<file path="src/rtl/snake_pkg.sv">
// Shared Snake types: direction encodings, PS/2 scancodes, decoder states.
package snake_pkg;

  typedef enum logic [2:0] {
    DIR_NONE  = 3'd0,
    DIR_UP    = 3'd1,
    DIR_DOWN  = 3'd2,
    DIR_LEFT  = 3'd3,
    DIR_RIGHT = 3'd4
  } dir_t;

  typedef enum logic [1:0] {
    IDLE,
    EXT,
    BRK,
    EXT_BRK
  } dec_state_t;

  localparam logic [7:0] SC_EXT   = 8'hE0;
  localparam logic [7:0] SC_BRK   = 8'hF0;
  localparam logic [7:0] SC_UP    = 8'h75;
  localparam logic [7:0] SC_DOWN  = 8'h72;
  localparam logic [7:0] SC_LEFT  = 8'h6B;
  localparam logic [7:0] SC_RIGHT = 8'h74;
  localparam logic [7:0] SC_W     = 8'h1D;
  localparam logic [7:0] SC_S     = 8'h1B;
  localparam logic [7:0] SC_A     = 8'h1C;
  localparam logic [7:0] SC_D     = 8'h23;

  function automatic dir_t dir_opposite(dir_t d);
    case (d)
      DIR_UP:    return DIR_DOWN;
      DIR_DOWN:  return DIR_UP;
      DIR_LEFT:  return DIR_RIGHT;
      DIR_RIGHT: return DIR_LEFT;
      default:   return DIR_NONE;
    endcase
  endfunction

  function automatic dir_t arrow_dir(logic [7:0] b);
    case (b)
      SC_UP:    return DIR_UP;
      SC_DOWN:  return DIR_DOWN;
      SC_LEFT:  return DIR_LEFT;
      SC_RIGHT: return DIR_RIGHT;
      default:  return DIR_NONE;
    endcase
  endfunction

  function automatic dir_t wasd_dir(logic [7:0] b);
    case (b)
      SC_W:    return DIR_UP;
      SC_S:    return DIR_DOWN;
      SC_A:    return DIR_LEFT;
      SC_D:    return DIR_RIGHT;
      default: return DIR_NONE;
    endcase
  endfunction

endpackage

</file>
<file path="src/rtl/ps2_frame_rx.sv">
// PS/2 pin synchroniser, clock glitch filter, 11-bit deframer with parity check and
// partial-frame watchdog. rx_vld/frame_err pulse the cycle after the stop-bit edge.
module ps2_frame_rx
  import snake_pkg::*;
#(
  parameter int CLK_HZ     = 100_000_000,
  parameter int TIMEOUT_US = 2000,
  parameter int FILTER_LEN = 8
) (
  input  logic       clk,
  input  logic       arst,
  input  logic       kclk,
  input  logic       kdata,
  output logic [7:0] rx_byte,
  output logic       rx_vld,
  output logic       frame_err
);

  localparam int TO_CYC = CLK_HZ / 1_000_000 * TIMEOUT_US;
  localparam int WD_W   = $clog2(TO_CYC + 1);
  localparam int FC_W   = $clog2(FILTER_LEN + 1);

  logic [1:0]      clk_sync;
  logic [1:0]      dat_sync;
  logic            clk_s;
  logic            dat_s;
  logic            filt;
  logic [FC_W-1:0] fcnt;
  logic            fall;
  logic [10:0]     shreg;
  logic [10:0]     frame;
  logic            frame_ok;
  logic [3:0]      bit_cnt;
  logic [WD_W-1:0] wd_cnt;
  logic            wd_hit;

  assign clk_s = clk_sync[1];
  assign dat_s = dat_sync[1];

  // A falling edge is the cycle the filter commits to low.
  assign fall     = filt & ~clk_s & (fcnt == FC_W'(FILTER_LEN - 1));
  assign frame    = {dat_s, shreg[10:1]};
  assign frame_ok = ~frame[0] & (^frame[9:1]) & frame[10];
  assign wd_hit   = (bit_cnt != 4'd0) && (wd_cnt == WD_W'(TO_CYC - 1));

  always_ff @(posedge clk or negedge arst) begin
    if (!arst) begin
      clk_sync <= 2'b11;
      dat_sync <= 2'b11;
      filt     <= 1'b1;
      fcnt     <= '0;
    end else begin
      clk_sync <= {clk_sync[0], kclk};
      dat_sync <= {dat_sync[0], kdata};
      if (clk_s == filt) begin
        fcnt <= '0;
      end else if (fcnt == FC_W'(FILTER_LEN - 1)) begin
        filt <= clk_s;
        fcnt <= '0;
      end else begin
        fcnt <= fcnt + 1'b1;
      end
    end
  end

  always_ff @(posedge clk or negedge arst) begin
    if (!arst) begin
      shreg     <= '0;
      bit_cnt   <= '0;
      wd_cnt    <= '0;
      rx_byte   <= '0;
      rx_vld    <= 1'b0;
      frame_err <= 1'b0;
    end else begin
      rx_vld    <= 1'b0;
      frame_err <= 1'b0;
      // An accepted edge always beats a coincident watchdog expiry.
      if (fall) begin
        shreg  <= frame;
        wd_cnt <= '0;
        if (bit_cnt == 4'd10) begin
          bit_cnt <= '0;
          if (frame_ok) begin
            rx_byte <= frame[8:1];
            rx_vld  <= 1'b1;
          end else begin
            frame_err <= 1'b1;
          end
        end else begin
          bit_cnt <= bit_cnt + 4'd1;
        end
      end else if (bit_cnt != 4'd0) begin
        if (wd_hit) begin
          bit_cnt   <= '0;
          wd_cnt    <= '0;
          frame_err <= 1'b1;
        end else begin
          wd_cnt <= wd_cnt + 1'b1;
        end
      end
    end
  end

endmodule

</file>
<file path="src/rtl/ps2_move_rx.sv">
// PS/2 keyboard to snake direction: E0/F0 prefix tracking, reversal-safe latched move.
// Optional PS2_WASD_EN lets unprefixed W/A/S/D make codes steer as well.
module ps2_move_rx
  import snake_pkg::*;
#(
  parameter int CLK_HZ     = 100_000_000,
  parameter int TIMEOUT_US = 2000,
  parameter int FILTER_LEN = 8
) (
  input  logic       clk,
  input  logic       arst,
  input  logic       kclk,
  input  logic       kdata,
  output logic [2:0] move,
  output logic       move_vld,
  output logic [7:0] rx_byte,
  output logic       rx_vld,
  output logic       frame_err
);

  dec_state_t state;
  dec_state_t state_nxt;
  dir_t       move_q;
  dir_t       cand;
  logic       accept;

  ps2_frame_rx #(
    .CLK_HZ    (CLK_HZ),
    .TIMEOUT_US(TIMEOUT_US),
    .FILTER_LEN(FILTER_LEN)
  ) u_frame (
    .clk      (clk),
    .arst     (arst),
    .kclk     (kclk),
    .kdata    (kdata),
    .rx_byte  (rx_byte),
    .rx_vld   (rx_vld),
    .frame_err(frame_err)
  );

  always_comb begin
    state_nxt = state;
    cand      = DIR_NONE;
    case (state)
      IDLE: begin
        if (rx_byte == SC_EXT) begin
          state_nxt = EXT;
        end else if (rx_byte == SC_BRK) begin
          state_nxt = BRK;
        end else begin
`ifdef PS2_WASD_EN
          cand = wasd_dir(rx_byte);
`else
          cand = DIR_NONE;
`endif
        end
      end
      EXT: begin
        if (rx_byte == SC_BRK) begin
          state_nxt = EXT_BRK;
        end else begin
          cand      = arrow_dir(rx_byte);
          state_nxt = IDLE;
        end
      end
      default: state_nxt = IDLE;
    endcase
  end

  // Held-key repeats and instant reversals are both dropped here.
  assign accept = (cand != DIR_NONE) && (cand != move_q) && (cand != dir_opposite(move_q));
  assign move   = move_q;

  always_ff @(posedge clk or negedge arst) begin
    if (!arst) begin
      state    <= IDLE;
      move_q   <= DIR_NONE;
      move_vld <= 1'b0;
    end else begin
      move_vld <= 1'b0;
      if (rx_vld) begin
        state <= state_nxt;
        if (accept) begin
          move_q   <= cand;
          move_vld <= 1'b1;
        end
      end
    end
  end

endmodule
</file>
<file path="config.mk">
export PLATFORM = sky130hd
export DESIGN_NAME = ps2_move_rx
export DESIGN_NICKNAME = d
export VERILOG_FILES = /design/src/rtl/snake_pkg.sv /design/src/rtl/ps2_frame_rx.sv /design/src/rtl/ps2_move_rx.sv
export SDC_FILE = /design/constraint.sdc
export NUM_CORES = 1
export LEC_CHECK = 0
export ABC_AREA = 1
export CAP_MARGIN = 20
export CORE_MARGIN = 10
export CORE_UTILIZATION = 55
export CTS_CLUSTER_DIAMETER = 40
export DETAILED_ROUTE_END_ITERATION = 7
export PLACE_DENSITY = 0.77
export SLEW_MARGIN = 20
export SYNTH_ARGS = -nofsm -noshare
export SYNTH_HDL_FRONTEND = slang
export SYNTH_SLANG_ARGS = --single-unit
</file>
<file path="constraint.sdc">
create_clock -name clk -period 2 [get_ports clk]
set_clock_uncertainty 0.1 [all_clocks]
set_input_delay 0.2 -clock clk [delete_from_list [all_inputs] [get_ports clk]]
set_output_delay 0.2 -clock clk [all_outputs]
set_load 0.01 [all_outputs]
</file>
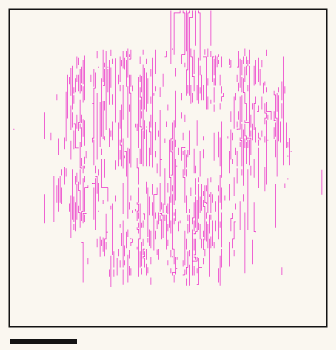
**Above:** run 1 (metal 2).
The bar under the picture is 20 um long.
nets with wire on the layer = 341
share of all routed wire = 47%
main direction = vertical
longest straight run = 32.6 um
wire length on this layer = 2980 um

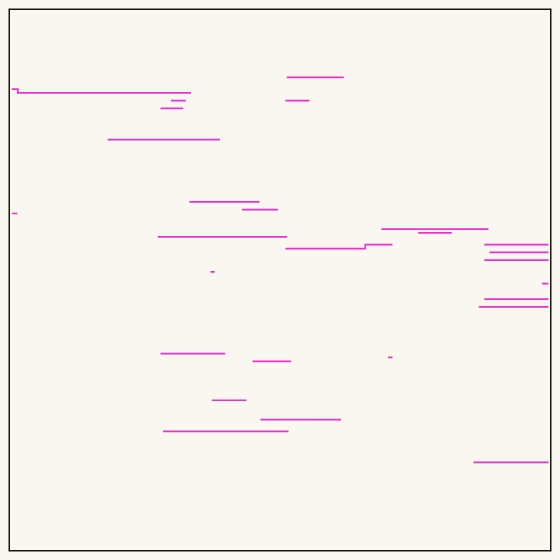
**Above:** run 1 (the metal 3 layer).
share of all routed wire = 4.5%
main direction = horizontal

==> impl_metrics.py, run 1 <==
# Synthesis and PnR figures
metrics = {
    "drt": {
        "wl_per_cell_um": 12.6,
        "dr.pass1.iters": 4,
        "top_layer": "met4",
        "wirelength_um": 6270,
        "dr_wl_met3_um": 282,
        "post_drt_via_cell_ratio": 5.17,
        "drc_errors": 0,
        "wl_met2_um": 2980,
        "ant_nets": 0,
        "wl_met1_um": 2950,
        "routed-via-count": 2569,
        "drt_iter0_markers": 199,
    },
    "yosys": {
        "yosys-top-cells-count": "nand2_1, dfrtp_1, inv_1, nor2_1, nand3_1",
        "mux_share": 0.00740,
        "synth_top_area_share": 0.427,
        "synthTopLogicFamily": "simple AND/OR/NAND/NOR gates",
        "top_area_cell": "dfrtp_1",
        "xor_area_frac": 0.0575,
        "ys.flop_type": "dfrtp_1",
        "synth-edff-count": 0,
        "fp_nets": 393,
        "yosys_warnings": 0,
        "synth.avg_cell_area_sq_um": 7.95,
        "ys_chip_area_sq_mm": 0.00304,
        "ys_cells": 383,
        "synthAoiAreaFrac": 0.0703,
        "ys_types": 37,
        "ys_ff": 57,
        "synth_cells": 383,
        "synthArstFlopShare": 1.00,
        "topCellsByArea": "dfrtp_1, nand2_1, inv_1",
        "most_common_cell": "nand2_1",
        "ys_seq_share": 0.471,
        "adder_share": 0.0247,
        "synth_area_sq_mm": 0.00304,
        "ys_sh_simple": 0.303,
    },
    "critical_path": {
        "worstRegToRegCells": 11,
        "path_cells": "nor2_1, nand2_1, nor2_1, nor2_2, nand2_1, nand2_1, nand2_1, nand3_1, nand3_2, nand2_1, nand2_1",
        "path_depth": 11,
        "regToRegEndpoint": "move[1]$_DFFE_PN0P_",
        "end_kind": "flip-flop",
        "crit_start": "u_frame.rx_byte[1]$_DFFE_PN0P_",
        "max_stage_delay_ps": 450,
        "cp_slowest_cell": "dfrtp_1",
        "worstReg2RegStart": "u_frame.rx_byte[1]$_DFFE_PN0P_",
        "critical_path.endpoint": "move[1]$_DFFE_PN0P_",
        "cpMostUsedCell": "nand2_1",
        "worst_ep_arrival_time_ps": 1980,
        "critPathTopFamily": "simple AND/OR/NAND/NOR gates",
        "cp_num_buf_inv": 0,
        "cp_max_fo": 6,
        "reg2reg_slack_ps": 190,
        "start_kind": "flip-flop",
        "cp_data_required_time_ps": 2170,
        "crit_type": "flip-flop to flip-flop",
    },
    "run_status": {
        "status": "finished clean",
    },
    "finish": {
        "final_common_cell": "nand2_1",
        "final_cell_mix": "nand2_1, dfrtp_1, inv_1",
        "inv_count": 50,
        "ff_count": 57,
        "fin_nets": 431,
        "utilization": 0.669,
        "area_dominant_class": "flip-flops and latches",
        "fillers": 434,
        "logic_gate_count": 272,
        "nonClkBufAreaFrac": 0.0784,
        "clkCellAreaFrac": 0.0588,
        "comb_area_sq_mm": 0.00143,
        "final_cells": 497,
        "design_area_sq_mm": 0.00364,
        "layout-drive-gt1-share": 0.125,
        "buffers": 31,
        "seq_share": 0.394,
        "regArea_sq_mm": 0.00143,
        "area_growth_pct": 19.6,
        "combAreaFraction": 0.393,
        "n_antenna_cell": 0,
        "n_clock_buffer": 13,
    },
    "timing": {
        "slew_viol_final": 0,
        "hold_ws_ps": 179,
        "worst_slew_pin_slew_ps": 458,
        "min_period_ps": 1810,
        "slew_headroom": 0.695,
        "final-hold-violation-count": 0,
        "rsz0062_at_grt": "no",
        "setup_viol": 0,
        "setup_slack_ps": 187,
        "fin_tns_setup_ps": 0,
        "max_freq_ghz": 0.551,
        "timing.final.crit_share": 0.907,
    },
    "die": {
        "die_area_sq_mm": 0.00891,
        "fp_util": 0.560,
        "core_area_sq_mm": 0.00544,
        "io_pins": 18,
        "fp.dieH_um": 94.4,
        "die_x_um": 94.4,
        "tap_cells": 72,
        "rows": 27,
    },
    "global_route": {
        "grt_pass1_wl_um": 10700,
        "grt_pass1_vias": 2291,
        "grt_max_degree": 40,
        "grt_busiest_layer": "met2",
        "grtUsageMet1": 0.208,
        "track_usage": 0.149,
        "overflow": 0,
        "use_met3": 0.0325,
        "antenna_found_initial": 0,
        "use_met2": 0.219,
    },
    "hold_path": {
        "min_path_type": "primary input to flip-flop",
        "min_from": "kdata",
        "hold_end": "u_frame.dat_sync[0]$_DFF_PN1_",
        "whs_path_depth": 1,
    },
    "cts": {
        "cts_root_buf": "clkbuf_8",
        "clkLatencyLatePin_ps": 330,
        "cts_tree": "built",
        "cts_buffer_depth": 2,
        "cts_buffers": 9,
        "cts.sinks": 57,
        "h-tree-depth": 3,
        "clk_pin_slew_worst_paths_ps": 70,
    },
    "power_and_ir_drop": {
        "leakage_nw": 1.76,
        "power_w": 0.00259,
        "power_density_mw_per_mm2": 711,
        "vdd_drop_max_v": 0.000601,
    },
    "placed_design": {
        "globalplace.congestion": 0.902,
        "placement.io_buffers": 17,
        "dp_hpwl_um": 4500,
        "placed_area_sq_mm": 0.00336,
        "pre_cts_ws_ps": 79.3,
        "dp.cells": 477,
    },
    "run": {
        "maxCapViolCount": 0,
        "warnings": 28,
    },
}
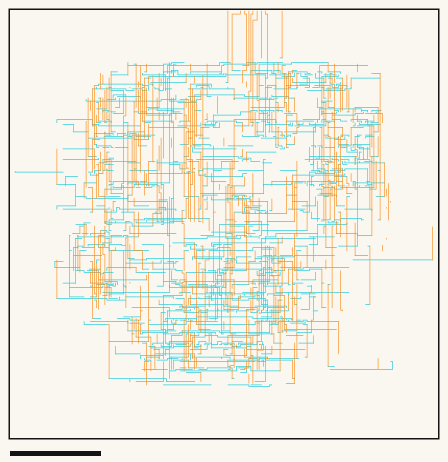
**Above:** run 1 (signal wires by layer).
The bar under the picture is 20 um long. Only two layers are drawn.
metal 1 -> cyan  # wire length 2950 um
metal 2 -> orange  # wire length 2980 um

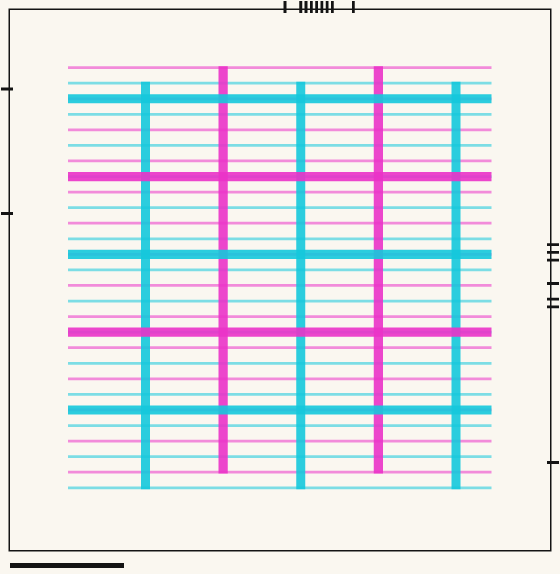
**Above:** run 1 (supply network).
The bar under the picture is 20 um long. Pins as bars on the die edge.
VDD -> magenta
VSS -> cyan
met5 straps = 5
signal pins = 18
rows = 27
met1 rails = 28
met4 straps = 5

[run 1: registers in the layout, summed over array words and instances, names as in the netlist]
register,cells
u_frame.wd_cnt,18
u_frame.shreg,10
u_frame.rx_byte,8
u_frame.bit_cnt,4
u_frame.fcnt,4
move,3
state,2
u_frame.clk_sync,2
u_frame.dat_sync,2
move_vld,1
u_frame.filt,1
u_frame.frame_err,1
u_frame.rx_vld,1
[run 1: timing repair]
| action | in CTS | in global routing |
|---|---|---|
| hold buffers | 1 | 0 |
| setup endpoints to repair | 0 | 23 |
| endpoints found under the hold margin | 18 | 0 |
| resized | 0 | 7 |
| buffers inserted | 0 | 4 |
[run 1: power breakdown]
group	internal, W	leakage (nW)	switching (W)
clock network	0.000703	0.112	0.000443
logic	0.0000760	0.875	0.000113
registers	0.00121	0.776	0.0000428
total	0.00199	1.76	0.000599
==> run 2: changes to the inputs <==
--- a/config.mk
+++ b/config.mk
@@ -7,11 +7,12 @@
 export LEC_CHECK = 0
 export ABC_AREA = 1
 export CAP_MARGIN = 20
-export CORE_MARGIN = 10
-export CORE_UTILIZATION = 55
+export CORE_MARGIN = 3
+export CORE_UTILIZATION = 45
 export CTS_CLUSTER_DIAMETER = 40
 export DETAILED_ROUTE_END_ITERATION = 7
-export PLACE_DENSITY = 0.77
+export PLACE_DENSITY = 0.65
+export SKIP_CTS_REPAIR_TIMING = 1
 export SLEW_MARGIN = 20
 export SYNTH_ARGS = -nofsm -noshare
 export SYNTH_HDL_FRONTEND = slang
==> impl_metrics.py, run 2 <==
# Synthesis and PnR figures
metrics = {
    "finish": {
        "n_antenna_cell": 0,
        "n_clock_buffer": 10,
        "ff_count": 57,
        "clkCellAreaFrac": 0.0579,
        "regArea_sq_mm": 0.00143,
        "final_common_cell": "nand2_1",
        "nonClkBufAreaFrac": 0.0728,
        "area_growth_pct": 18.5,
        "logic_gate_count": 272,
        "area_dominant_class": "flip-flops and latches",
        "reg_top3": "u_frame.wd_cnt: 18 flops, u_frame.shreg: 10 flops, u_frame.rx_byte: 8 flops",
        "fillers": 611,
        "combAreaFraction": 0.394,
        "buffers": 28,
        "regMostFlops": "u_frame.wd_cnt",
        "seq_share": 0.397,
        "design_area_sq_mm": 0.00361,
        "final_cell_mix": "nand2_1, dfrtp_1, inv_1",
        "fin_nets": 428,
        "utilization": 0.559,
        "largest_reg_flops": 18,
        "final_cells": 499,
        "comb_area_sq_mm": 0.00142,
        "layout-drive-gt1-share": 0.111,
        "inv_count": 50,
    },
    "power_and_ir_drop": {
        "top_power_group": "registers",
        "pg_comb_w": 0.000170,
        "power.switching_w": 0.000599,
        "leakage_nw": 1.74,
        "power_w": 0.00257,
        "power_density_mw_per_mm2": 712,
        "p_clk_w": 0.00115,
        "internal_power_w": 0.00197,
        "p_seq_w": 0.00125,
        "power_frac_clock": 0.446,
        "p_comb_frac": 0.066,
        "power_frac_seq": 0.488,
        "switching_share": 0.233,
        "vdd_drop_max_v": 0.000395,
    },
    "hold_path": {
        "hold_end": "u_frame.dat_sync[0]$_DFF_PN1_",
        "min_path_type": "primary input to flip-flop",
        "min_from": "kdata",
        "whs_path_depth": 1,
    },
    "drt": {
        "drc_errors": 0,
        "dr.pass1.iters": 4,
        "drt_iter0_markers": 95,
        "routed-via-count": 2523,
        "ant_nets": 0,
        "post_drt_via_cell_ratio": 5.06,
        "wl_per_cell_um": 12.0,
        "wirelength_um": 5990,
    },
    "timing": {
        "max_freq_ghz": 0.551,
        "slew_viol_final": 0,
        "min_period_ps": 1810,
        "slew_headroom": 0.709,
        "worst_slew_pin_slew_ps": 435,
        "timing.final.crit_share": 0.907,
        "hold_ws_ps": 167,
        "fin_tns_setup_ps": 0,
        "setup_slack_ps": 186,
        "setup_viol": 0,
        "final-hold-violation-count": 0,
        "rsz0062_at_grt": "no",
    },
    "yosys": {
        "yosys_warnings": 0,
        "synth.avg_cell_area_sq_um": 7.95,
        "synth_cells": 383,
        "synth-edff-count": 0,
        "ys_chip_area_sq_mm": 0.00304,
        "synthArstFlopShare": 1.00,
        "synth_top_area_share": 0.427,
        "topCellsByArea": "dfrtp_1, nand2_1, inv_1",
        "ys_types": 37,
        "top_area_cell": "dfrtp_1",
        "ys.flop_type": "dfrtp_1",
        "ys_seq_share": 0.471,
        "synth_area_sq_mm": 0.00304,
        "ys_cells": 383,
        "most_common_cell": "nand2_1",
        "yosys-top-cells-count": "nand2_1, dfrtp_1, inv_1, nor2_1, nand3_1",
        "ys_ff": 57,
        "fp_nets": 393,
    },
    "global_route": {
        "track_usage": 0.172,
        "antenna_found_initial": 0,
        "overflow": 0,
        "grt_pass1_wl_um": 10400,
        "grt_pass1_vias": 2409,
        "grt_max_degree": 58,
    },
    "critical_path": {
        "start_kind": "flip-flop",
        "cp_data_required_time_ps": 2120,
        "critical_path.endpoint": "u_frame.wd_cnt[11]$_DFFE_PN0P_",
        "cp_slowest_cell": "dfrtp_1",
        "critPathTopFamily": "simple AND/OR/NAND/NOR gates",
        "path_depth": 10,
        "reg2reg_slack_ps": 190,
        "regToRegEndpoint": "u_frame.wd_cnt[11]$_DFFE_PN0P_",
        "max_stage_delay_ps": 370,
        "path_cells": "ha_1, nand2_1, nor2_2, nand2_2, nand2_2, inv_2, nor3_2, nand2_1, xor2_1, nor2_1",
        "worstRegToRegCells": 10,
        "cp_num_buf_inv": 1,
        "cp_max_fo": 9,
        "worst_ep_arrival_time_ps": 1940,
        "end_kind": "flip-flop",
        "crit_start": "u_frame.fcnt[0]$_DFF_PN0_",
        "worstReg2RegStart": "u_frame.fcnt[0]$_DFF_PN0_",
        "crit_type": "flip-flop to flip-flop",
    },
    "cts": {
        "cts_root_buf": "clkbuf_8",
        "cts_buffers": 9,
        "clkLatencyLatePin_ps": 330,
        "clk_pin_slew_worst_paths_ps": 70,
        "cts.sinks": 57,
        "cts_tree": "built",
        "h-tree-depth": 3,
        "cts_buffer_depth": 2,
    },
    "die": {
        "tap_cells": 77,
        "io_pins": 18,
        "core_area_sq_mm": 0.00646,
        "fp_util": 0.471,
        "die_x_um": 88.3,
        "fp.dieH_um": 88.3,
        "rows": 29,
        "die_area_sq_mm": 0.00779,
    },
    "run": {
        "warnings": 28,
        "maxCapViolCount": 0,
    },
    "placed_design": {
        "placed_area_sq_mm": 0.00337,
        "dp.cells": 482,
        "pre_cts_ws_ps": 136,
        "placement.io_buffers": 17,
        "dp_hpwl_um": 4280,
        "globalplace.congestion": 0.884,
    },
    "run_status": {
        "status": "finished clean",
    },
}
## run 2: cell families after synthesis
kind of cell	count (synthesis)	share of synthesized area
adders and majority gates	6	0.0247
xor gates and xnor gates	17	0.0575
DFF	57	0.471
and+or+nand+nor	207	0.303
muxes	2	0.00740
AOI/OAI and AO/OA	40	0.0703
buffers and inverters	54	0.0670
## run 2: metal layers
| metal | vias up | routed length [um] | GRT usage |
|---|---|---|---|
| met4 | 0 | 65 | 0.0563 |
| met3 | 7 | 323 | 0.0587 |
| li1 | 1307 | - | - |
| met2 | 58 | 2670 | 0.264 |
| met5 | - | 0 | 0 |
| met1 | 1151 | 2930 | 0.230 |
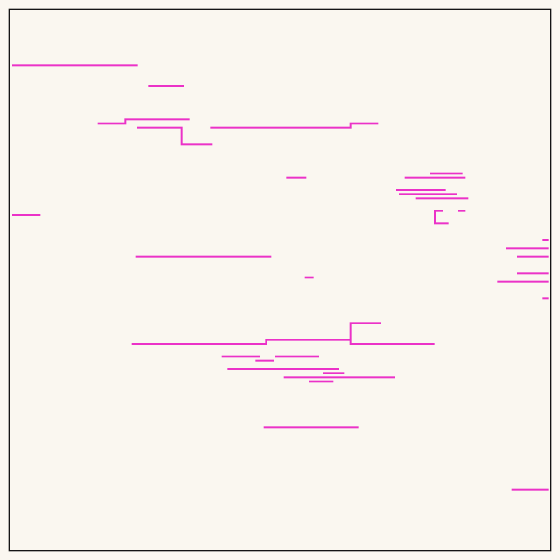
**Above:** run 2 (the metal 3 layer).
nets with wire on the layer = 27
wire length on this layer = 324 um
main direction = horizontal
share of all routed wire = 5.4%

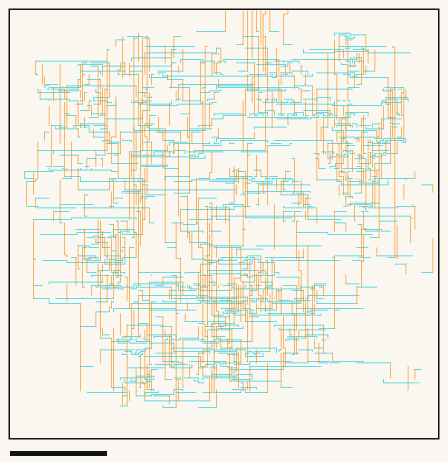
**Above:** run 2 (signal wires by layer).
The bar under the picture is 20 um long. Only two layers are drawn.
metal 1 -> cyan  # wire length 2930 um
metal 2 -> orange  # wire length 2670 um

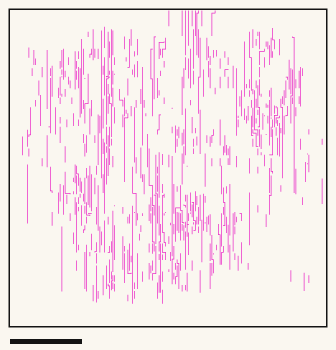
**Above:** run 2 (metal 2).
The bar under the picture is 20 um long.
longest straight run = 43.3 um
wire length on this layer = 2670 um
main direction = vertical

Power figures rest on the tool's default switching activity, not on a simulated workload.
